--- config.mk ---
export PLATFORM = sky130hd
export DESIGN_NAME = wb_gpio_mux
export DESIGN_NICKNAME = d
export VERILOG_FILES = /design/src/rtl/gpio_mux_pkg.sv /design/src/rtl/gpio_sync.sv /design/src/rtl/wb_gpio_mux.sv
export SDC_FILE = /design/constraint.sdc
export NUM_CORES = 1
export LEC_CHECK = 0
export ABC_AREA = 1
export ABC_CLOCK_PERIOD_IN_PS = 2930
export CAP_MARGIN = 0
export CORE_MARGIN = 2
export CORE_UTILIZATION = 40
export CTS_CLUSTER_SIZE = 24
export DETAILED_ROUTE_END_ITERATION = 10
export PLACE_DENSITY = 0.68
export SLEW_MARGIN = 20
export SYNTH_ARGS = -nofsm -noshare
export SYNTH_HDL_FRONTEND = slang
export SYNTH_SLANG_ARGS = --single-unit
export TNS_END_PERCENT = 20
--- constraint.sdc ---
create_clock -name wb_clk_i -period 2.93 [get_ports wb_clk_i]
set_input_delay 0.4395 -clock wb_clk_i [delete_from_list [all_inputs] [get_ports wb_clk_i]]
set_output_delay 0.4395 -clock wb_clk_i [all_outputs]
set_load 0.01 [all_outputs]
--- src/rtl/gpio_mux_pkg.sv ---
// gpio_mux_pkg: shared constants for the Wishbone GPIO pad router.
//   - Register word offsets (wbs_adr_i[4:2]) for the register block.
//   - Reset values of the software registers, kept 32 bits wide and sliced
//     to NUM_IO by the users.
package gpio_mux_pkg;

    localparam logic [2:0] OFS_SRC_SEL  = 3'd0;  // 0x00
    localparam logic [2:0] OFS_OUT_DATA = 3'd1;  // 0x04
    localparam logic [2:0] OFS_OEB_REG  = 3'd2;  // 0x08
    localparam logic [2:0] OFS_IN_DATA  = 3'd3;  // 0x0C
    localparam logic [2:0] OFS_IRQ_EN   = 3'd4;  // 0x10
    localparam logic [2:0] OFS_IRQ_STAT = 3'd5;  // 0x14
    localparam logic [2:0] OFS_IRQ_EDGE = 3'd6;  // 0x18

    localparam logic [31:0] RST_SRC_SEL  = 32'h0000_0000;  // core owns every pin
    localparam logic [31:0] RST_OUT_DATA = 32'h0000_0000;
    localparam logic [31:0] RST_OEB_REG  = 32'hFFFF_FFFF;  // register-owned pins float
    localparam logic [31:0] RST_IRQ_EN   = 32'h0000_0000;
    localparam logic [31:0] RST_IRQ_STAT = 32'h0000_0000;
    localparam logic [31:0] RST_IRQ_EDGE = 32'h0000_0000;

endpackage

--- src/rtl/gpio_sync.sv ---
// gpio_sync: input conditioning for asynchronous pad inputs.
//   Each bit passes a 2-flop synchroniser followed by a "previous" flop; the
//   edge output pulses for one cycle when the synchronised value changes in
//   the selected direction.
// Ports:
//   clk_i       clock
//   rst_i       synchronous active-high reset (all flops to 0)
//   d_i         raw asynchronous inputs
//   fall_sel_i  per bit: 1 = detect falling edges, 0 = detect rising edges
//   sync_o      synchronised inputs (stage 2)
//   edge_o      one-cycle edge pulse per bit
module gpio_sync #(
    parameter int unsigned WIDTH = 1
) (
    input  logic             clk_i,
    input  logic             rst_i,
    input  logic [WIDTH-1:0] d_i,
    input  logic [WIDTH-1:0] fall_sel_i,
    output logic [WIDTH-1:0] sync_o,
    output logic [WIDTH-1:0] edge_o
);

    logic [WIDTH-1:0] s1_q, s2_q, prev_q;

    always_ff @(posedge clk_i) begin
        if (rst_i) begin
            s1_q   <= '0;
            s2_q   <= '0;
            prev_q <= '0;
        end else begin
            s1_q   <= d_i;
            s2_q   <= s1_q;
            prev_q <= s2_q;
        end
    end

    assign sync_o = s2_q;
    // Pulse sits between the edge that updates stage 2 and the one that
    // updates prev, so the status bit it feeds sets 3 edges after the pin.
    assign edge_o = (fall_sel_i & ~s2_q & prev_q) | (~fall_sel_i & s2_q & ~prev_q);

endmodule

--- src/rtl/wb_gpio_mux.sv ---
// wb_gpio_mux: Wishbone-controlled pad router for the user project area.
//   Per pin the pad is driven either by the user core or by software
//   registers; inputs are synchronised and raise sticky edge interrupts that
//   combine into one registered level IRQ.
// Configuration macro: GPIO_FALLING_EDGE_EN adds the IRQ_EDGE register (0x18)
//   that selects falling-edge detection per pin; without it 0x18 is unmapped.
// Ports:
//   wb_clk_i, wb_rst_i      clock, synchronous active-high reset
//   wbs_*                   Wishbone classic slave (single access, 1-cycle ack)
//   core_io_out/core_io_oeb pad value / output-enable-bar from the user core
//   io_in                   raw asynchronous pad inputs
//   io_out/io_oeb           pad value / output-enable-bar (0 = drive)
//   irq                     level interrupt
module wb_gpio_mux
    import gpio_mux_pkg::*;
#(
    parameter int unsigned NUM_IO    = 16,
    parameter logic [31:0] BASE_ADDR = 32'h3000_0000,
    parameter logic [31:0] ADDR_MASK = 32'hFFFF_FFE0
) (
    input  logic              wb_clk_i,
    input  logic              wb_rst_i,
    input  logic              wbs_stb_i,
    input  logic              wbs_cyc_i,
    input  logic              wbs_we_i,
    input  logic [3:0]        wbs_sel_i,
    input  logic [31:0]       wbs_dat_i,
    input  logic [31:0]       wbs_adr_i,
    output logic              wbs_ack_o,
    output logic [31:0]       wbs_dat_o,
    input  logic [NUM_IO-1:0] core_io_out,
    input  logic [NUM_IO-1:0] core_io_oeb,
    input  logic [NUM_IO-1:0] io_in,
    output logic [NUM_IO-1:0] io_out,
    output logic [NUM_IO-1:0] io_oeb,
    output logic              irq
);

    // Byte-lane merge of write data into an NUM_IO-wide register.
    function automatic logic [NUM_IO-1:0] lane_merge(input logic [NUM_IO-1:0] old,
                                                     input logic [31:0]       dat,
                                                     input logic [3:0]        sel);
        logic [31:0] full;
        full = '0;
        full[NUM_IO-1:0] = old;
        for (int b = 0; b < 4; b++) begin
            if (sel[b]) full[8*b +: 8] = dat[8*b +: 8];
        end
        return full[NUM_IO-1:0];
    endfunction

    logic [NUM_IO-1:0] src_sel_q, src_sel_d;
    logic [NUM_IO-1:0] out_data_q, out_data_d;
    logic [NUM_IO-1:0] oeb_reg_q, oeb_reg_d;
    logic [NUM_IO-1:0] irq_en_q, irq_en_d;
    logic [NUM_IO-1:0] irq_stat_q, irq_stat_d;
    logic [NUM_IO-1:0] fall_sel;
    logic              ack_q, ack_d;
    logic [31:0]       dat_q, dat_d;
    logic              irq_q, irq_d;

    logic [NUM_IO-1:0] in_sync, in_edge, w1c_mask;
    logic [31:0]       rdata;
    logic [2:0]        ofs;
    logic              hit, req, acc, wr;

`ifdef GPIO_FALLING_EDGE_EN
    logic [NUM_IO-1:0] irq_edge_q, irq_edge_d;
    assign fall_sel = irq_edge_q;
`else
    assign fall_sel = '0;
`endif

    assign hit = ((wbs_adr_i & ADDR_MASK) == BASE_ADDR);
    assign ofs = wbs_adr_i[4:2];
    // !ack keeps a held strobe from being taken twice (ack every other cycle).
    assign req = wbs_cyc_i & wbs_stb_i & ~ack_q;
    assign acc = req & hit;
    assign wr  = acc & wbs_we_i;

    gpio_sync #(
        .WIDTH (NUM_IO)
    ) u_sync (
        .clk_i      (wb_clk_i),
        .rst_i      (wb_rst_i),
        .d_i        (io_in),
        .fall_sel_i (fall_sel),
        .sync_o     (in_sync),
        .edge_o     (in_edge)
    );

    always_comb begin
        rdata = '0;
        case (ofs)
            OFS_SRC_SEL:  rdata[NUM_IO-1:0] = src_sel_q;
            OFS_OUT_DATA: rdata[NUM_IO-1:0] = out_data_q;
            OFS_OEB_REG:  rdata[NUM_IO-1:0] = oeb_reg_q;
            OFS_IN_DATA:  rdata[NUM_IO-1:0] = in_sync;
            OFS_IRQ_EN:   rdata[NUM_IO-1:0] = irq_en_q;
            OFS_IRQ_STAT: rdata[NUM_IO-1:0] = irq_stat_q;
`ifdef GPIO_FALLING_EDGE_EN
            OFS_IRQ_EDGE: rdata[NUM_IO-1:0] = irq_edge_q;
`endif
            default:      rdata = '0;
        endcase
    end

    assign w1c_mask = (wr && ofs == OFS_IRQ_STAT) ? lane_merge('0, wbs_dat_i, wbs_sel_i) : '0;

    always_comb begin
        src_sel_d  = src_sel_q;
        out_data_d = out_data_q;
        oeb_reg_d  = oeb_reg_q;
        irq_en_d   = irq_en_q;
`ifdef GPIO_FALLING_EDGE_EN
        irq_edge_d = irq_edge_q;
`endif
        if (wr) begin
            case (ofs)
                OFS_SRC_SEL:  src_sel_d  = lane_merge(src_sel_q, wbs_dat_i, wbs_sel_i);
                OFS_OUT_DATA: out_data_d = lane_merge(out_data_q, wbs_dat_i, wbs_sel_i);
                OFS_OEB_REG:  oeb_reg_d  = lane_merge(oeb_reg_q, wbs_dat_i, wbs_sel_i);
                OFS_IRQ_EN:   irq_en_d   = lane_merge(irq_en_q, wbs_dat_i, wbs_sel_i);
`ifdef GPIO_FALLING_EDGE_EN
                OFS_IRQ_EDGE: irq_edge_d = lane_merge(irq_edge_q, wbs_dat_i, wbs_sel_i);
`endif
                default: ;
            endcase
        end
        // Set after clear: a new edge wins over a same-cycle W1C.
        irq_stat_d = (irq_stat_q & ~w1c_mask) | in_edge;
        ack_d      = acc;
        // Any read strobe loads the read register; a miss returns 0.
        dat_d      = (req & ~wbs_we_i) ? (hit ? rdata : 32'h0) : dat_q;
        irq_d      = |(irq_stat_q & irq_en_q);
    end

    always_ff @(posedge wb_clk_i) begin
        if (wb_rst_i) begin
            src_sel_q  <= RST_SRC_SEL[NUM_IO-1:0];
            out_data_q <= RST_OUT_DATA[NUM_IO-1:0];
            oeb_reg_q  <= RST_OEB_REG[NUM_IO-1:0];
            irq_en_q   <= RST_IRQ_EN[NUM_IO-1:0];
            irq_stat_q <= RST_IRQ_STAT[NUM_IO-1:0];
`ifdef GPIO_FALLING_EDGE_EN
            irq_edge_q <= RST_IRQ_EDGE[NUM_IO-1:0];
`endif
            ack_q      <= 1'b0;
            dat_q      <= '0;
            irq_q      <= 1'b0;
        end else begin
            src_sel_q  <= src_sel_d;
            out_data_q <= out_data_d;
            oeb_reg_q  <= oeb_reg_d;
            irq_en_q   <= irq_en_d;
            irq_stat_q <= irq_stat_d;
`ifdef GPIO_FALLING_EDGE_EN
            irq_edge_q <= irq_edge_d;
`endif
            ack_q      <= ack_d;
            dat_q      <= dat_d;
            irq_q      <= irq_d;
        end
    end

    assign wbs_ack_o = ack_q;
    assign wbs_dat_o = dat_q;
    assign irq       = irq_q;

    assign io_out = (src_sel_q & out_data_q) | (~src_sel_q & core_io_out);
    assign io_oeb = (src_sel_q & oeb_reg_q) | (~src_sel_q & core_io_oeb);

endmodule

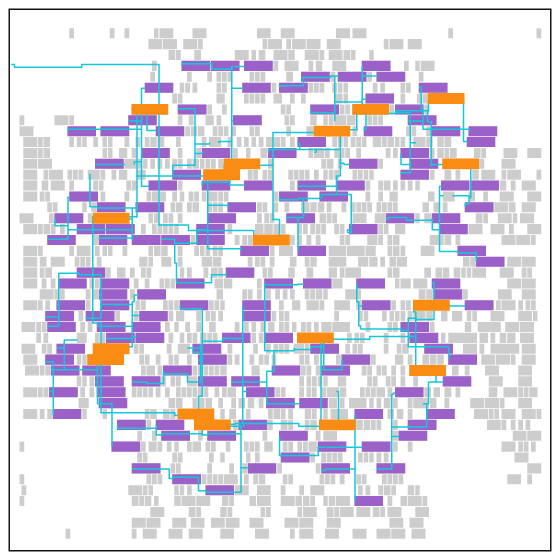
run_1/clock_wires.png
[purple] flip-flops | count: 146
[cyan] clock wires | length: 1730 um
[orange] clock-net drivers | count: 17
routed clock nets: 18
source-to-sink clock delay at the later pin of the worst-skew pair: 0.43 ns
portion of total power attributed to the clock network: 45.1%
Clock Skews: 0.01245 ns
power in the clock group: 2.01 mW

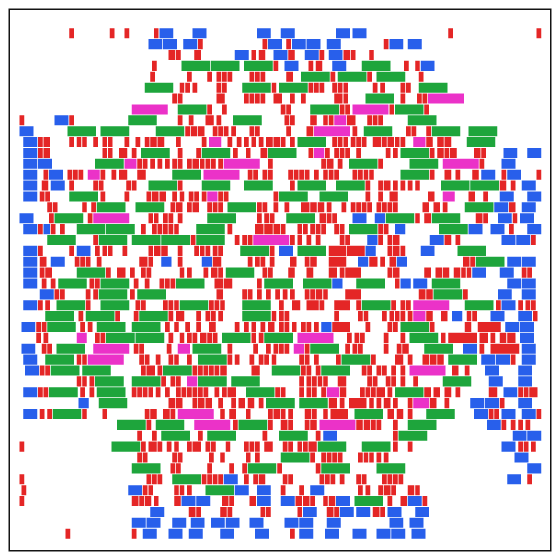
run_1/class_map.png
| color | class | cells | share of their area |
|---|---|---|---|
| blue | remaining buffers and delay cells | 163 | 18% |
| red | remaining logic cells | 868 | 42% |
| green | sequential cells | 146 | 34% |
| magenta | clock drivers and dummy loads | 32 | 6.4% |
floorplan row count: 47
final standard cell utilization of the core: 53.73%
fraction of standard cell area that is sequential: 32.57%

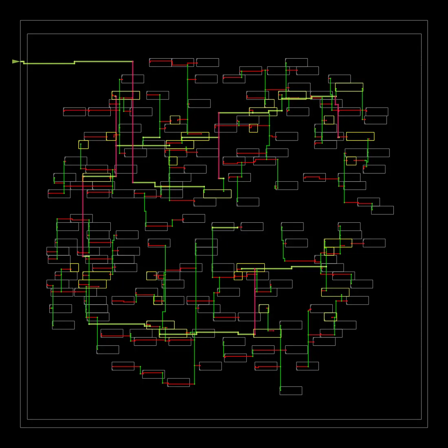
run_1/clock_nets.png
number of buffers created by CTS: 17
flip-flop and latch count: 146
count of clock tree sinks: 146
CLK BUF: 17

## run 1: cells in the mapped netlist (all sizes together)
library cell | instances | area share [%]
a21oi | 21 | 1.5
buf | 33 | 4.2
clkbuf | 20 | 1.2
conb | 1 | 0.055
dfxtp | 146 | 43
inv | 185 | 10
nand2 | 278 | 15
nand3 | 53 | 3.9
nand3b | 1 | 0.29
nand4 | 12 | 1.6
nor2 | 225 | 13
nor3 | 3 | 0.38
nor4 | 1 | 0.091
o2111ai | 1 | 0.13
o21ai | 46 | 3.4
o22ai | 26 | 2.4
## run 1: layer usage
metal | wire length [um] | share of wire [%] | vias up
met5 | 0 | 0 | -
met2 | 8216 | 45 | 220
met4 | 257 | 1.4 | 0
met1 | 8426 | 46 | 2869
li1 | - | - | 3425
met3 | 1306 | 7.2 | 22
## run 1: per-stage QoR
step / std cells / utilization [%] / area [sq um] / setup slack [ns] / total power [mW]
2_1_floorplan: 1067 / - / 6923 / 1.322 / 2.269
3_3_place_gp: 1397 / 50.42 / 8421 / 0.4675 / 2.494
3_5_place_dp: 1397 / 50.42 / 8421 / 0.4307 / 2.497
4_1_cts: 1429 / 53.73 / 8974 / 0.8513 / 4.502
5_1_grt: 1429 / 53.73 / 8974 / 0.7123 / 4.626
6_report: 1429 / 53.73 / 8974 / 0.8645 / 4.469
## run 1: worst min path at each step
stage          slack (ns)                end             from
2_1_floorplan        0.39   u_sync.sync_o[0]   u_sync.s1_q[0]
3_3_place_gp         0.39   u_sync.sync_o[3]   u_sync.s1_q[3]
3_5_place_dp         0.39  u_sync.sync_o[15]  u_sync.s1_q[15]
4_1_cts              0.40  u_sync.sync_o[15]  u_sync.s1_q[15]
5_1_grt              0.42   u_sync.sync_o[5]   u_sync.s1_q[5]
6_report             0.40  u_sync.sync_o[15]  u_sync.s1_q[15]
## run 1: worst max-delay path: cells and delay by family (launching register included)
family / cells / cell delay, ns
AOI/OAI and AO/OA: 1 / 0.16
buffers and inverters: 2 / 0.67
DFF: 1 / 0.37
## run 1: area by class of cell
type | instances | share of cell area [%]
clock buffer | 17 | 4.741
sequential | 146 | 32.57
multi-input combinational | 683 | 32.70
inverter | 185 | 7.738
clock inverter | 15 | 1.422
timing repair buffer | 163 | 17.76
tap | 220 | 3.067
## run 1: kinds of logic after synthesis
family	count (synthesis)
and+or+nand+nor	573
buffers and inverters	238
DFF	146
AOI/OAI and AO/OA	94
other	1
## run 1: power groups by stage
stage	clock network (mW)	registers, mW	logic [mW]
2_1_floorplan	0	2.08	0.193
3_3_place_gp	0	2.08	0.416
3_5_place_dp	0	2.08	0.418
4_1_cts	2.05	2.03	0.420
5_1_grt	2.13	2.04	0.462
6_report	2.01	2.04	0.420
## run 1: state kept, by name, summed over array words and instances (netlist names)
register / cells
irq_en_q: 16
irq_stat_q: 16
oeb_reg_q: 16
out_data_q: 16
src_sel_q: 16
u_sync.prev_q: 16
u_sync.s1_q: 16
u_sync.sync_o: 16
wbs_dat_o: 16
irq: 1
wbs_ack_o: 1
==> summary.txt, run 1 <==
State of the implementation.

- The run finished with clean final reports.
- The share of the core filled by cells before placement is 41.11%, for reference.
- Post-synthesis, Yosys gives the total cell area as about 6900 sq um.
- The report puts the cell count of the worst reg-to-reg path at 8.
- In the CTS report, the clock slew at the register clock pins of the worst setup and hold paths is listed as about 0.070 ns.
- The data arrival time of the critical path is ~1.6 ns, for reference.
- TritonCTS built the clock tree.
- The final global-route overflow total is 0, for reference.
- Counting only logic cells after layout, the most numerous master is sky130_fd_sc_hd__nand2_1.
- The worst register-to-register path has a setup slack of 1.11 ns.
- For the finished layout, the period the worst path requires is 2.066 ns.
- The number of global-route vias before repair came to 5836.
- In this run, post-CTS repair resized a total of 0 instances.
- The biggest cell delay along the critical path is between 0.5 and 0.6 ns, for reference.
- Per report_power, the sequential group accounts for approximately 46% of the total.
- The cell-internal power is ~3.3 mW, for reference.
- The OpenROAD report gives the critical path a required time of between 2 and 2.5 ns.
- met3 track demand over resource after global routing is around 4.4%.
- The layout cell share with drive strength beyond 1 is under 10%, for reference.
- The area growth from synthesis to layout is 30.69%, for reference.
- According to the hold report, the worst path is of the reg2reg type.
- The most crowded layer after global routing is met2, for reference.
- The number of instances in the synthesized netlist is 1052, for reference.
- The instance count along the most critical hold path is 2, for reference.
- In the setup report, the worst path falls into the class reg2out.
- The vertical die dimension reported for this design is 135.0 um.
- The final-report setup violation count is 0, for reference.
- The routed layout has between 6000 and 7000 vias.
- Per the STA report, the cell with the highest stage delay on the worst path is sky130_fd_sc_hd__clkdlybuf4s50_1.
- The first global-routing pass estimated 28770 um of wire.
- The largest non-sequential cell family by area is simple AND/OR/NAND/NOR gates, for reference.
- For reference, the critical path cell chain is inv_1 -> o21ai_0 -> clkdlybuf4s50_1.
- The count of buffers added on input and output ports is 150.
- Global routing used 20.17% of the available tracks.
- The total area inside the core boundary comes to 16700 sq um.
- The number of H-tree levels is 4, for reference.
- The root cell of the clock tree is sky130_fd_sc_hd__clkbuf_16, for reference.
- Summing all flip-flop and latch instances after layout gives 2923 sq um.
- The last element of the critical path is io_out[14], for reference.
- The hold violation count in the final report is 0, for reference.
- In this run, distinct cell masters in the synthesized netlist total 27.
- The total number of nets in the final design is 1317, for reference.
- The largest fanout on the critical path is 4, for reference.
- In this run the mean area of a mapped cell was 6.527 sq um.
- STA classifies the critical path startpoint as a flop.
- For this block, the routed nets add up to 18210 um of wire.
- The synthesized netlist devotes 0% of its cell area to XOR and XNOR gates.
- The number of fill cells is approximately 1700, for reference.
- The max-slew violation count is 0, for reference.
- The routability congestion estimate is 0.8236, for reference.
- Counting flops and latches in the post-synthesis netlist gives 146.
- The number of primary I/O pins is 187, for reference.
- Hold is met by between 0.3 and 0.4 ns.
- The endpoint class of the critical path is a primary output, for reference.
run_1/port_trees.png
Bar = 50 um.
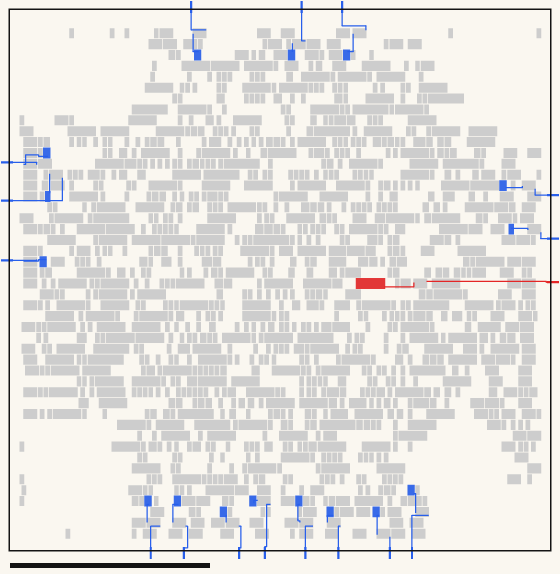

--- run 2 (diff from run 1) ---
ABC_CLOCK_PERIOD_IN_PS = 1950   (was 2930)
clock period = 1.95 ns   (was 2.93 ns; I/O delays follow)
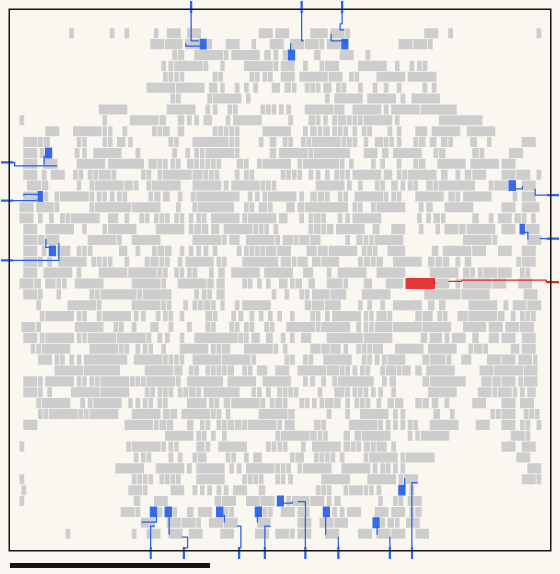
run_2/port_trees.png
Bar = 50 um.
| color | port | bits | direction | edge | end cells | buffers | wire |
|---|---|---|---|---|---|---|---|
| blue | io_oeb | 16 | output | 8 bottom, 3 top, 3 left, 2 right | 16 | 16 | 187 um |
| red | irq | 1 | output | right | 1 | 1 | 27.1 um |

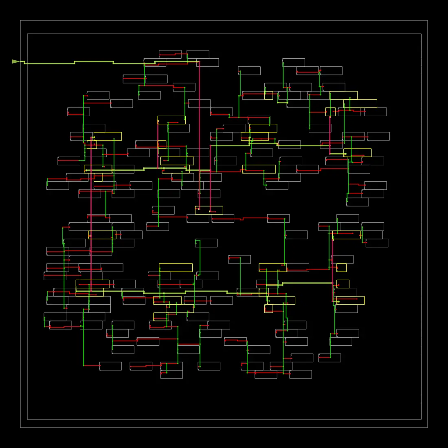
run_2/clock_nets.png
power in the clock group: 3.67 mW
CLK BUF: 18

==> summary.txt, run 2 <==
State of the implementation.

- The CTS tree is yes, for reference.
- In the synthesized netlist the async set-or-reset flop fraction comes to 0%.
- The worst setup path is captured at a primary output.
- In this run the biggest area consumer among cell types represents 42.57% of the synthesized area.
- Among all stages on the critical path, the maximum delay recorded is 0.57 ns.
- The clock input transition at the sequential cells of the worst setup and hold paths is 0.06 ns, for reference.
- The total number of nets in the final design is 1341, for reference.
- For this run the top cell type by instance count after synthesis was sky130_fd_sc_hd__nand2_1.
- The total power after layout is 7.386 mW, for reference.
- Internal power comes to 5.701 mW.
- The final global-route overflow total is 0, for reference.
- Ranked by total cell area, the synthesized netlist is headed by sky130_fd_sc_hd__dfxtp_1 (43%), sky130_fd_sc_hd__nand2_1 (15%), sky130_fd_sc_hd__nor2_1 (12%), sky130_fd_sc_hd__inv_1 (10%), sky130_fd_sc_hd__nand3_1 (3.9%).
- The layout cell share with drive strength beyond 1 is 7.218%, for reference.
- The total routing resource utilization after global routing is 21.15%, for reference.
- The chip area line of the yosys report is about 6900 sq um, for reference.
- The critical path is of the reg2out type.
- The setup check on the worst reg-to-reg path leaves a slack of 0.41 ns.
- The synthesized design spends more area on one cell type than any other, namely sky130_fd_sc_hd__dfxtp_1.
- The number of buffers created by CTS is 17, for reference.
- STA shows the worst reg2reg path with a cell count of 11.
- Synthesis produced 1052 cells.
- The run finished with clean final reports.
- The routed design has 18800 um of wire.
- The report gives the cell count of the worst hold path as 3.
- Per the skew report, the later register of the worst-skew pair sees a clock latency of 0.43 ns.
- The post-synthesis average cell area is 6.527 sq um, for reference.
- Among all flip-flop cells after synthesis, the most frequent one is sky130_fd_sc_hd__dfxtp_1.
- Pin placement for this block handled 187 I/O pins.
- The hold violation count in the final report is 0, for reference.
- The max-slew violation count is 0, for reference.
- The number of port buffers is 150, for reference.
- The die is 135.0 um tall.
- The post-layout minimum cycle time is between 1.5 and 2 ns, for reference.
- The clock drives 146 sinks.
- After synthesis, the most frequently instantiated cells are sky130_fd_sc_hd__nand2_1 (275), sky130_fd_sc_hd__nor2_1 (220), sky130_fd_sc_hd__inv_1 (183).
- The required time of the worst setup path is 1.66 ns, for reference.
[run 2: cell types whose count changed in the layout (fill, tap and decap cells not counted), moves of 2 or more]
cell,previous run,this run
sky130_fd_sc_hd__inv_6,5,3
sky130_fd_sc_hd__bufinv_16,0,5
sky130_fd_sc_hd__buf_4,13,25
sky130_fd_sc_hd__buf_12,0,12
sky130_fd_sc_hd__clkdlybuf4s50_1,149,144
sky130_fd_sc_hd__clkinv_4,4,1
sky130_fd_sc_hd__dlymetal6s2s_1,0,5
[run 2: how the worst max path moves through the flow]
stage | end | slack, ns | cells after the start
after floorplan | irq_stat_q[13] | 0.48 | 11
after global placement | irq_stat_q[11] | -0.04 | 13
after detailed placement | irq_stat_q[1] | -0.07 | 13
after CTS | io_out[11] | 0.01 | 4
after global routing | io_oeb[4] | 0.002 | 3
final | io_oeb[2] | 0.07 | 3
[run 2: power groups by stage]
stage / Clock (mW) / Combinational, mW / Sequential, mW
3_3_place_gp: 0 / 0.656 / 3.12
3_5_place_dp: 0 / 0.659 / 3.12
2_1_floorplan: 0 / 0.290 / 3.12
4_1_cts: 3.70 / 0.663 / 3.06
6_report: 3.67 / 0.661 / 3.06
5_1_grt: 3.83 / 0.724 / 3.06
[run 2: kinds of logic after synthesis]
family / share of synthesized area [%]
flip-flops: 42.57
buffers and inverters: 15.52
AND/OR/NAND/NOR: 34.48
other: 0.05461
AND-OR/OR-AND: 7.380
[run 2: area by class of cell]
class                      instances  area [sq um]
clock buffer                      18         439.2
clock inverter                    14         226.5
fill                            1629          7272
inverter                         185         694.4
multi-input combinational        683          2934
sequential                       146          2923
tap                              220         275.3
timing repair buffer             187          1937
[run 2: layer usage]
metal | up-vias | GRT usage, % | share of wire [%]
met1 | 2960 | 27.61 | 45
met2 | 212 | 34.97 | 46
met5 | - | 0 | 0
li1 | 3471 | - | -
met3 | 35 | 4.767 | 6.9
met4 | 0 | 6.481 | 2.0
[run 2: per-stage QoR]
step                      area [sq um]  setup slack, ns  cells  setup TNS (ns)  hold slack, ns
after global placement            8751         -0.04474   1421         -0.6698          0.3911
final                             9429          0.07203   1453               0          0.3225
after CTS                         9417          0.01493   1453               0          0.3175
after detailed placement          8751         -0.07360   1421          -2.224          0.3916
after global routing              9429         0.001875   1453               0          0.3352
after floorplan                   6923           0.4759   1067               0          0.3883
[run 2: repair_timing]
action                                  4_1_cts  5_1_grt
endpoints found under the setup margin        0        7
hold buffers                                  0        0
gates resized                                 0        7
[run 2: worst max-delay path, delay by kind of cell, from the launching register on]
family | cells | cell delay [ns]
compound gates | 1 | 0.16
buf+inv | 2 | 0.66
flops | 1 | 0.35
No activity file was given, so power comes from the tool's default toggle rates.
